## config.mk

```make
export PLATFORM = sky130hd
export DESIGN_NAME = phase_meas_scheduler
export DESIGN_NICKNAME = d
export VERILOG_FILES = /design/src/rtl/phase_meas_scheduler.sv
export SDC_FILE = /design/constraint.sdc
export NUM_CORES = 1
export LEC_CHECK = 0
export ABC_AREA = 1
export CORE_MARGIN = 2
export CORE_UTILIZATION = 40
export CTS_CLUSTER_DIAMETER = 80
export CTS_CLUSTER_SIZE = 24
export DETAILED_ROUTE_END_ITERATION = 12
export SLEW_MARGIN = 10
export SYNTH_ARGS = -nofsm -noshare
export SYNTH_HDL_FRONTEND = slang
export SYNTH_SLANG_ARGS = --single-unit
export TNS_END_PERCENT = 30
```

## constraint.sdc

```tcl
create_clock -name clk_sample -period 2.5 [get_ports clk_sample]
set_input_delay 0.375 -clock clk_sample [delete_from_list [all_inputs] [get_ports clk_sample]]
set_output_delay 0.375 -clock clk_sample [all_outputs]
set_load 0.05 [all_outputs]
```

## src/rtl/phase_meas_scheduler.sv

```systemverilog
// phase_meas_scheduler
// Time-shares one phase detector between NUM_CH reference/feedback clock
// pairs. Each visit switches the external mux and pulses the detector
// reset. It then throws away SETTLE_SAMPLES detector samples and averages
// the next 2**AVG_LOG2 samples into one tagged result. Enabled channels are
// visited round-robin. A visit that does not collect its samples within
// TIMEOUT_CYC cycles reports a timeout instead of a phase.
//
// Optional build macro: PHASE_SCHED_MINMAX_EN adds res_min/res_max, which
// hold the smallest and largest averaged sample of each visit.
//
// Ports
//   clk_sample   in   sample clock (same clock as the detector)
//   rst          in   synchronous, active-high reset
//   enable       in   run scheduling; 0 aborts the current visit and idles
//   ch_mask      in   per-channel enable bits, sampled at each channel decision
//   pd_err       in   detector phase error (two's complement)
//   pd_valid     in   detector phase error strobe
//   pd_sel       out  clock-pair mux select
//   pd_rst       out  one-cycle detector reset pulse on every channel switch
//   busy         out  scheduler not idle
//   res_valid    out  one-cycle result strobe
//   res_ch       out  channel of the last result
//   res_phase    out  averaged phase error of the last result
//   res_timeout  out  last result was a timeout (res_phase is then 0)
//   res_min/max  out  (PHASE_SCHED_MINMAX_EN only) extreme samples of the visit
module phase_meas_scheduler #(
  parameter int NUM_CH         = 4,
  parameter int PHASE_W        = 28,
  parameter int SETTLE_SAMPLES = 2,
  parameter int AVG_LOG2       = 2,
  parameter int TIMEOUT_CYC    = 1048576
) (
  input  logic                      clk_sample,
  input  logic                      rst,
  input  logic                      enable,
  input  logic [NUM_CH-1:0]         ch_mask,
  input  logic [PHASE_W-1:0]        pd_err,
  input  logic                      pd_valid,
  output logic [$clog2(NUM_CH)-1:0] pd_sel,
  output logic                      pd_rst,
  output logic                      busy,
  output logic                      res_valid,
  output logic [$clog2(NUM_CH)-1:0] res_ch,
  output logic [PHASE_W-1:0]        res_phase,
  output logic                      res_timeout
`ifdef PHASE_SCHED_MINMAX_EN
  ,
  output logic signed [PHASE_W-1:0] res_min,
  output logic signed [PHASE_W-1:0] res_max
`endif
);

  localparam int SEL_W = $clog2(NUM_CH);
  localparam int TMR_W = $clog2(TIMEOUT_CYC + 1);
  localparam int DSC_W = $clog2(SETTLE_SAMPLES + 1);
  localparam int NCT_W = AVG_LOG2 + 1;
  localparam int SUM_W = PHASE_W + AVG_LOG2;

  localparam logic [DSC_W-1:0] DSC_LAST = DSC_W'(SETTLE_SAMPLES - 1);
  localparam logic [NCT_W-1:0] N_LAST   = NCT_W'((1 << AVG_LOG2) - 1);
  localparam logic [TMR_W-1:0] TMR_LAST = TMR_W'(TIMEOUT_CYC - 1);
  localparam logic [SEL_W-1:0] SEL_LAST = SEL_W'(NUM_CH - 1);

  localparam logic [2:0] ST_IDLE   = 3'd0;
  localparam logic [2:0] ST_SWITCH = 3'd1;
  localparam logic [2:0] ST_SETTLE = 3'd2;
  localparam logic [2:0] ST_ACCUM  = 3'd3;
  localparam logic [2:0] ST_REPORT = 3'd4;

  logic [2:0]                state_r;
  logic [2:0]                next_state_s;
  logic [SEL_W-1:0]          pd_sel_r;
  logic [SEL_W-1:0]          start_r;
  logic                      pd_rst_r;
  logic                      busy_r;
  logic                      res_valid_r;
  logic [SEL_W-1:0]          res_ch_r;
  logic [PHASE_W-1:0]        res_phase_r;
  logic                      res_timeout_r;
  logic [DSC_W-1:0]          dsc_r;
  logic [TMR_W-1:0]          tmr_r;
  logic [NCT_W-1:0]          nct_r;
  logic signed [SUM_W-1:0]   sum_r;

  logic [SEL_W-1:0]          next_start_s;
  logic [SEL_W-1:0]          dec_start_s;
  logic [SEL_W-1:0]          pick_s;
  logic                      go_s;
  logic                      done_s;
  logic                      tmo_s;
  logic signed [PHASE_W-1:0] sample_s;
  logic signed [SUM_W-1:0]   sum_next_s;

`ifdef PHASE_SCHED_MINMAX_EN
  logic signed [PHASE_W-1:0] min_r;
  logic signed [PHASE_W-1:0] max_r;
  logic signed [PHASE_W-1:0] min_next_s;
  logic signed [PHASE_W-1:0] max_next_s;
  logic signed [PHASE_W-1:0] res_min_r;
  logic signed [PHASE_W-1:0] res_max_r;
`endif

  // Lowest set mask bit at or above start; wraps to the lowest set bit overall.
  function automatic logic [SEL_W-1:0] pick_ch(input logic [NUM_CH-1:0] mask,
                                               input logic [SEL_W-1:0]  start);
    logic             found;
    logic [SEL_W-1:0] ch;
    found = 1'b0;
    ch    = {SEL_W{1'b0}};
    for (int i = 0; i < NUM_CH; i++) begin
      if (!found && mask[i] && (i >= int'(start))) begin
        found = 1'b1;
        ch    = SEL_W'(i);
      end
    end
    for (int i = 0; i < NUM_CH; i++) begin
      if (!found && mask[i]) begin
        found = 1'b1;
        ch    = SEL_W'(i);
      end
    end
    return ch;
  endfunction

  // The decision taken in REPORT already uses the advanced search start, so
  // back-to-back visits need no extra IDLE cycle.
  assign next_start_s = (pd_sel_r == SEL_LAST) ? {SEL_W{1'b0}} : pd_sel_r + SEL_W'(1);
  assign dec_start_s  = (state_r == ST_REPORT) ? next_start_s : start_r;
  assign pick_s       = pick_ch(ch_mask, dec_start_s);
  assign sample_s     = signed'(pd_err);
  assign sum_next_s   = sum_r + SUM_W'(sample_s);

`ifdef PHASE_SCHED_MINMAX_EN
  // Running extremes including the current sample; the first sample seeds both.
  always_comb begin
    min_next_s = min_r;
    max_next_s = max_r;
    if ((nct_r == {NCT_W{1'b0}}) || (sample_s < min_r)) begin
      min_next_s = sample_s;
    end else begin
      min_next_s = min_r;
    end
    if ((nct_r == {NCT_W{1'b0}}) || (sample_s > max_r)) begin
      max_next_s = sample_s;
    end else begin
      max_next_s = max_r;
    end
  end
`endif

  // Next-state decision; dropping enable overrides everything.
  always_comb begin
    next_state_s = state_r;
    go_s         = 1'b0;
    done_s       = 1'b0;
    tmo_s        = 1'b0;
    if (!enable) begin
      next_state_s = ST_IDLE;
    end else begin
      case (state_r)
        ST_IDLE, ST_REPORT: begin
          if (ch_mask != {NUM_CH{1'b0}}) begin
            next_state_s = ST_SWITCH;
            go_s         = 1'b1;
          end else begin
            next_state_s = ST_IDLE;
          end
        end
        ST_SWITCH: begin
          next_state_s = ST_SETTLE;
        end
        ST_SETTLE: begin
          // Timeout is checked first so the timer never runs past its limit.
          if (tmr_r == TMR_LAST) begin
            next_state_s = ST_REPORT;
            tmo_s        = 1'b1;
          end else if (pd_valid && (dsc_r == DSC_LAST)) begin
            next_state_s = ST_ACCUM;
          end else begin
            next_state_s = ST_SETTLE;
          end
        end
        ST_ACCUM: begin
          // A sample completing the average on the timeout cycle still counts.
          if (pd_valid && (nct_r == N_LAST)) begin
            next_state_s = ST_REPORT;
            done_s       = 1'b1;
          end else if (tmr_r == TMR_LAST) begin
            next_state_s = ST_REPORT;
            tmo_s        = 1'b1;
          end else begin
            next_state_s = ST_ACCUM;
          end
        end
        default: begin
          next_state_s = ST_IDLE;
        end
      endcase
    end
  end

  // State, counters and all registered outputs.
  always_ff @(posedge clk_sample) begin
    if (rst) begin
      state_r       <= ST_IDLE;
      pd_sel_r      <= {SEL_W{1'b0}};
      start_r       <= {SEL_W{1'b0}};
      pd_rst_r      <= 1'b0;
      busy_r        <= 1'b0;
      res_valid_r   <= 1'b0;
      res_ch_r      <= {SEL_W{1'b0}};
      res_phase_r   <= {PHASE_W{1'b0}};
      res_timeout_r <= 1'b0;
      dsc_r         <= {DSC_W{1'b0}};
      tmr_r         <= {TMR_W{1'b0}};
      nct_r         <= {NCT_W{1'b0}};
      sum_r         <= {SUM_W{1'b0}};
`ifdef PHASE_SCHED_MINMAX_EN
      min_r         <= {PHASE_W{1'b0}};
      max_r         <= {PHASE_W{1'b0}};
      res_min_r     <= {PHASE_W{1'b0}};
      res_max_r     <= {PHASE_W{1'b0}};
`endif
    end else begin
      state_r     <= next_state_s;
      busy_r      <= (next_state_s != ST_IDLE);
      pd_rst_r    <= go_s;
      res_valid_r <= done_s | tmo_s;
      if (go_s) begin
        pd_sel_r <= pick_s;
      end
      if (state_r == ST_REPORT) begin
        start_r <= next_start_s;
      end
      case (state_r)
        ST_SWITCH: begin
          dsc_r <= {DSC_W{1'b0}};
          tmr_r <= {TMR_W{1'b0}};
        end
        ST_SETTLE: begin
          tmr_r <= tmr_r + TMR_W'(1);
          if (pd_valid) begin
            dsc_r <= dsc_r + DSC_W'(1);
          end
          // Keep the accumulator cleared until averaging starts.
          sum_r <= {SUM_W{1'b0}};
          nct_r <= {NCT_W{1'b0}};
        end
        ST_ACCUM: begin
          tmr_r <= tmr_r + TMR_W'(1);
          if (pd_valid) begin
            sum_r <= sum_next_s;
            nct_r <= nct_r + NCT_W'(1);
`ifdef PHASE_SCHED_MINMAX_EN
            min_r <= min_next_s;
            max_r <= max_next_s;
`endif
          end
        end
        default: begin
        end
      endcase
      if (done_s) begin
        res_ch_r      <= pd_sel_r;
        res_phase_r   <= PHASE_W'(sum_next_s >>> AVG_LOG2);
        res_timeout_r <= 1'b0;
`ifdef PHASE_SCHED_MINMAX_EN
        res_min_r     <= min_next_s;
        res_max_r     <= max_next_s;
`endif
      end else if (tmo_s) begin
        res_ch_r      <= pd_sel_r;
        res_phase_r   <= {PHASE_W{1'b0}};
        res_timeout_r <= 1'b1;
`ifdef PHASE_SCHED_MINMAX_EN
        res_min_r     <= {PHASE_W{1'b0}};
        res_max_r     <= {PHASE_W{1'b0}};
`endif
      end
    end
  end

  assign pd_sel      = pd_sel_r;
  assign pd_rst      = pd_rst_r;
  assign busy        = busy_r;
  assign res_valid   = res_valid_r;
  assign res_ch      = res_ch_r;
  assign res_phase   = res_phase_r;
  assign res_timeout = res_timeout_r;
`ifdef PHASE_SCHED_MINMAX_EN
  assign res_min     = res_min_r;
  assign res_max     = res_max_r;
`endif

endmodule

```

==> impl_metrics.json <==
{
  "comb_cell_power_mw": 0.339,
  "final-clk-cell-share_pct": 4.09,
  "worstHoldStart": "res_timeout$_SDFFE_PP0P_",
  "vias_per_cell": 4.88,
  "syn-cell-area_sq_um": 6310,
  "cp_max_fo": 5,
  "crit_path_start": "pd_err[0]",
  "tap-cell-count": 211,
  "dpl_worst_slack_ns": -0.0793,
  "p_clk_mw": 1.47,
  "hold_buffers": 0,
  "drcViolationCount": 0,
  "crit_slowest_cell": "clkdlybuf4s50_1",
  "gr-total-overflow": 0,
  "antenna_found_initial": 0,
  "design_area_sq_um": 7670,
  "seq-power_mw": 1.57,
  "yosys-mux-area-fraction_pct": 0,
  "crit_path_cell_trace": "clkdlybuf4s50_1, ha_1, fa_1, nand3_1, nand3_1, nand3_1, nand3_1, or2_2, nand3_1, a21oi_1",
  "synthFlopType": "dfxtp_1",
  "ant_nets": 0,
  "fin_nets": 1151,
  "p_per_area_nw_per_um2": 440,
  "start_kind": "input port",
  "status": "finished clean",
  "ys_sh_adder_pct": 7.05,
  "top_area_cell": "dfxtp_1",
  "timing.critical_path.mode_cell": "nand3_1",
  "top_logic_kind": "simple AND/OR/NAND/NOR gates",
  "vias": 6325,
  "setup_ws_ns": 0.290,
  "edf_count": 0,
  "xor_share_pct": 1.11,
  "power_frac_clock_pct": 43.6,
  "gp_congestion": 0.880,
  "topCellsByArea": "dfxtp_1 (31%), nand2_1 (20%), a21oi_1 (8.7%)",
  "numClockSinks": 97,
  "wl_met2_um": 7150,
  "portBuffers": 71,
  "setup_violations": 0,
  "end_kind": "register",
  "yosysCellCount": 997,
  "cp.arrival_ns": 2.44,
  "path_buffers": 1,
  "clock_path_buffers": 2,
  "ff_latch_area_sq_um": 1940,
  "clock_skew_ns": 0.0101,
  "logic_gate_count": 749,
  "post_cts_buffers": 0,
  "htree_levels": 3,
  "drive_above_1_share_pct": 7.74,
  "final-comb-area_sq_um": 3760,
  "yosys_area_sq_um": 6310,
  "yosys.cell_count.top_type": "nand2_1",
  "warnings": 26,
  "clock_latency_ns": 0.35,
  "final_max_slew_viol_count": 0,
  "p_total_mw": 3.37,
  "yosys.area.top_type_share_pct": 30.8,
  "seq_share_pct": 25.3,
  "holdPathStages": 2,
  "yosys_register_bits": 97
}
==> cells in the final DEF (no fill, tap or decap), drive strengths merged, types with 2 or more instances in the layout <==
cell type,count
a21boi,2
buf,29
nand3,92
nor3,13
or2,4
dfxtp,97
clkinvlp,2
o21bai,3
nand4,17
nand3b,13
a31o,2
o21ai,16
clkdlybuf4s50,70
nand2,349
a21oi,110
xor2,8
a211oi,2
clkbuf,11
ha,34
nor2,70
clkinv,3
inv,123
and2,5
a21o,2
==> flip-flops by register name (all words and copies together) (netlist names) <==
name,flops
res_valid,1
start_r,2
nct_r,3
tmr_r,21
res_timeout,1
sum_r,30
pd_rst,1
busy,1
dsc_r,2
state_r,3
res_phase,28
res_ch,2
pd_sel,2
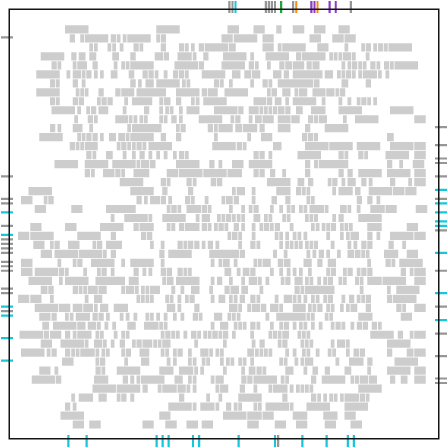
Figure 1: I/O pins on the die edge.
Pins as bars across the die edge, other pins in gray.
cyan -> pd_err  # pins 28, direction input, edge 13 south, 8 east, 6 west, 1 north
green -> busy  # pins 1, direction output, edge north
purple -> ch_mask  # pins 4, direction input, edge north
orange -> res_ch  # pins 2, direction output, edge north
all pins by edge = 21 west, 21 east, 16 north, 14 south

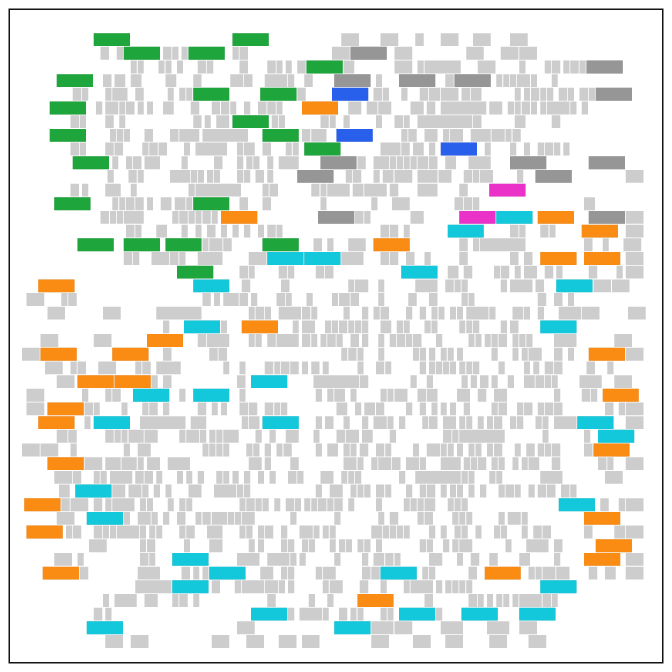
Figure 2: where the registers sit.
Other sequential cells in the stronger gray, the rest of the logic in the fainter gray.
cyan -> sum_r  # placed flops 30
blue -> state_r  # placed flops 3
magenta -> dsc_r  # placed flops 2
orange -> res_phase  # placed flops 28
green -> tmr_r  # placed flops 21

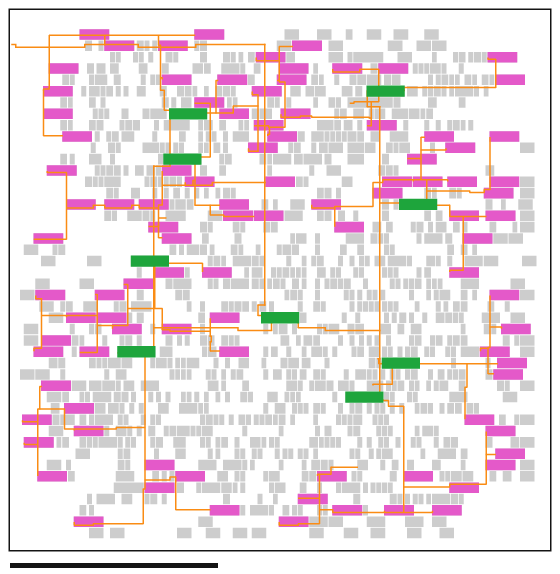
Figure 3: clock network drawn from the DEF.
Bar = 50 um.
magenta -> flip-flops  # count 97
orange -> clock wires  # length 1390 um
green -> cells driving clock nets  # count 9
routed clock nets = 10
flops lie = all over the die

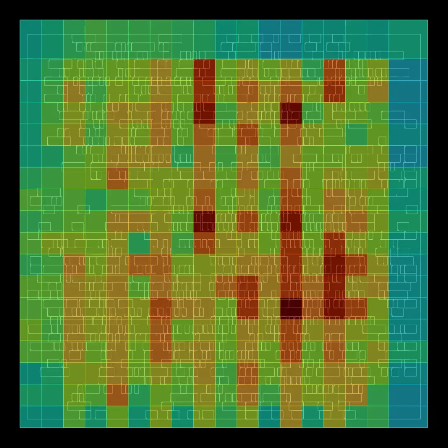
Figure 4: routing congestion.
met3 Use GR: 3.55%
GRT Overall Usage: 21.2%
DR WL/cell: 13.2 um
global-route met1 utilization: 30.7%

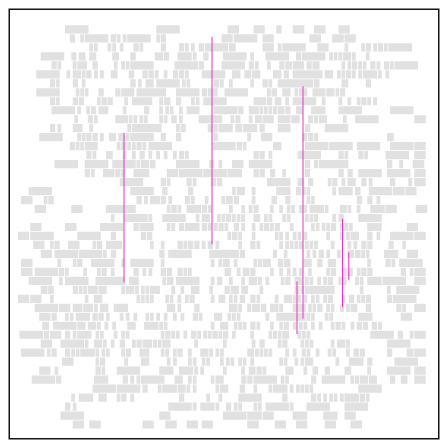
Figure 5: met4 routing.
Cells faint in the background.
share of all routed wire = 1.3%
nets with wire on the layer = 5

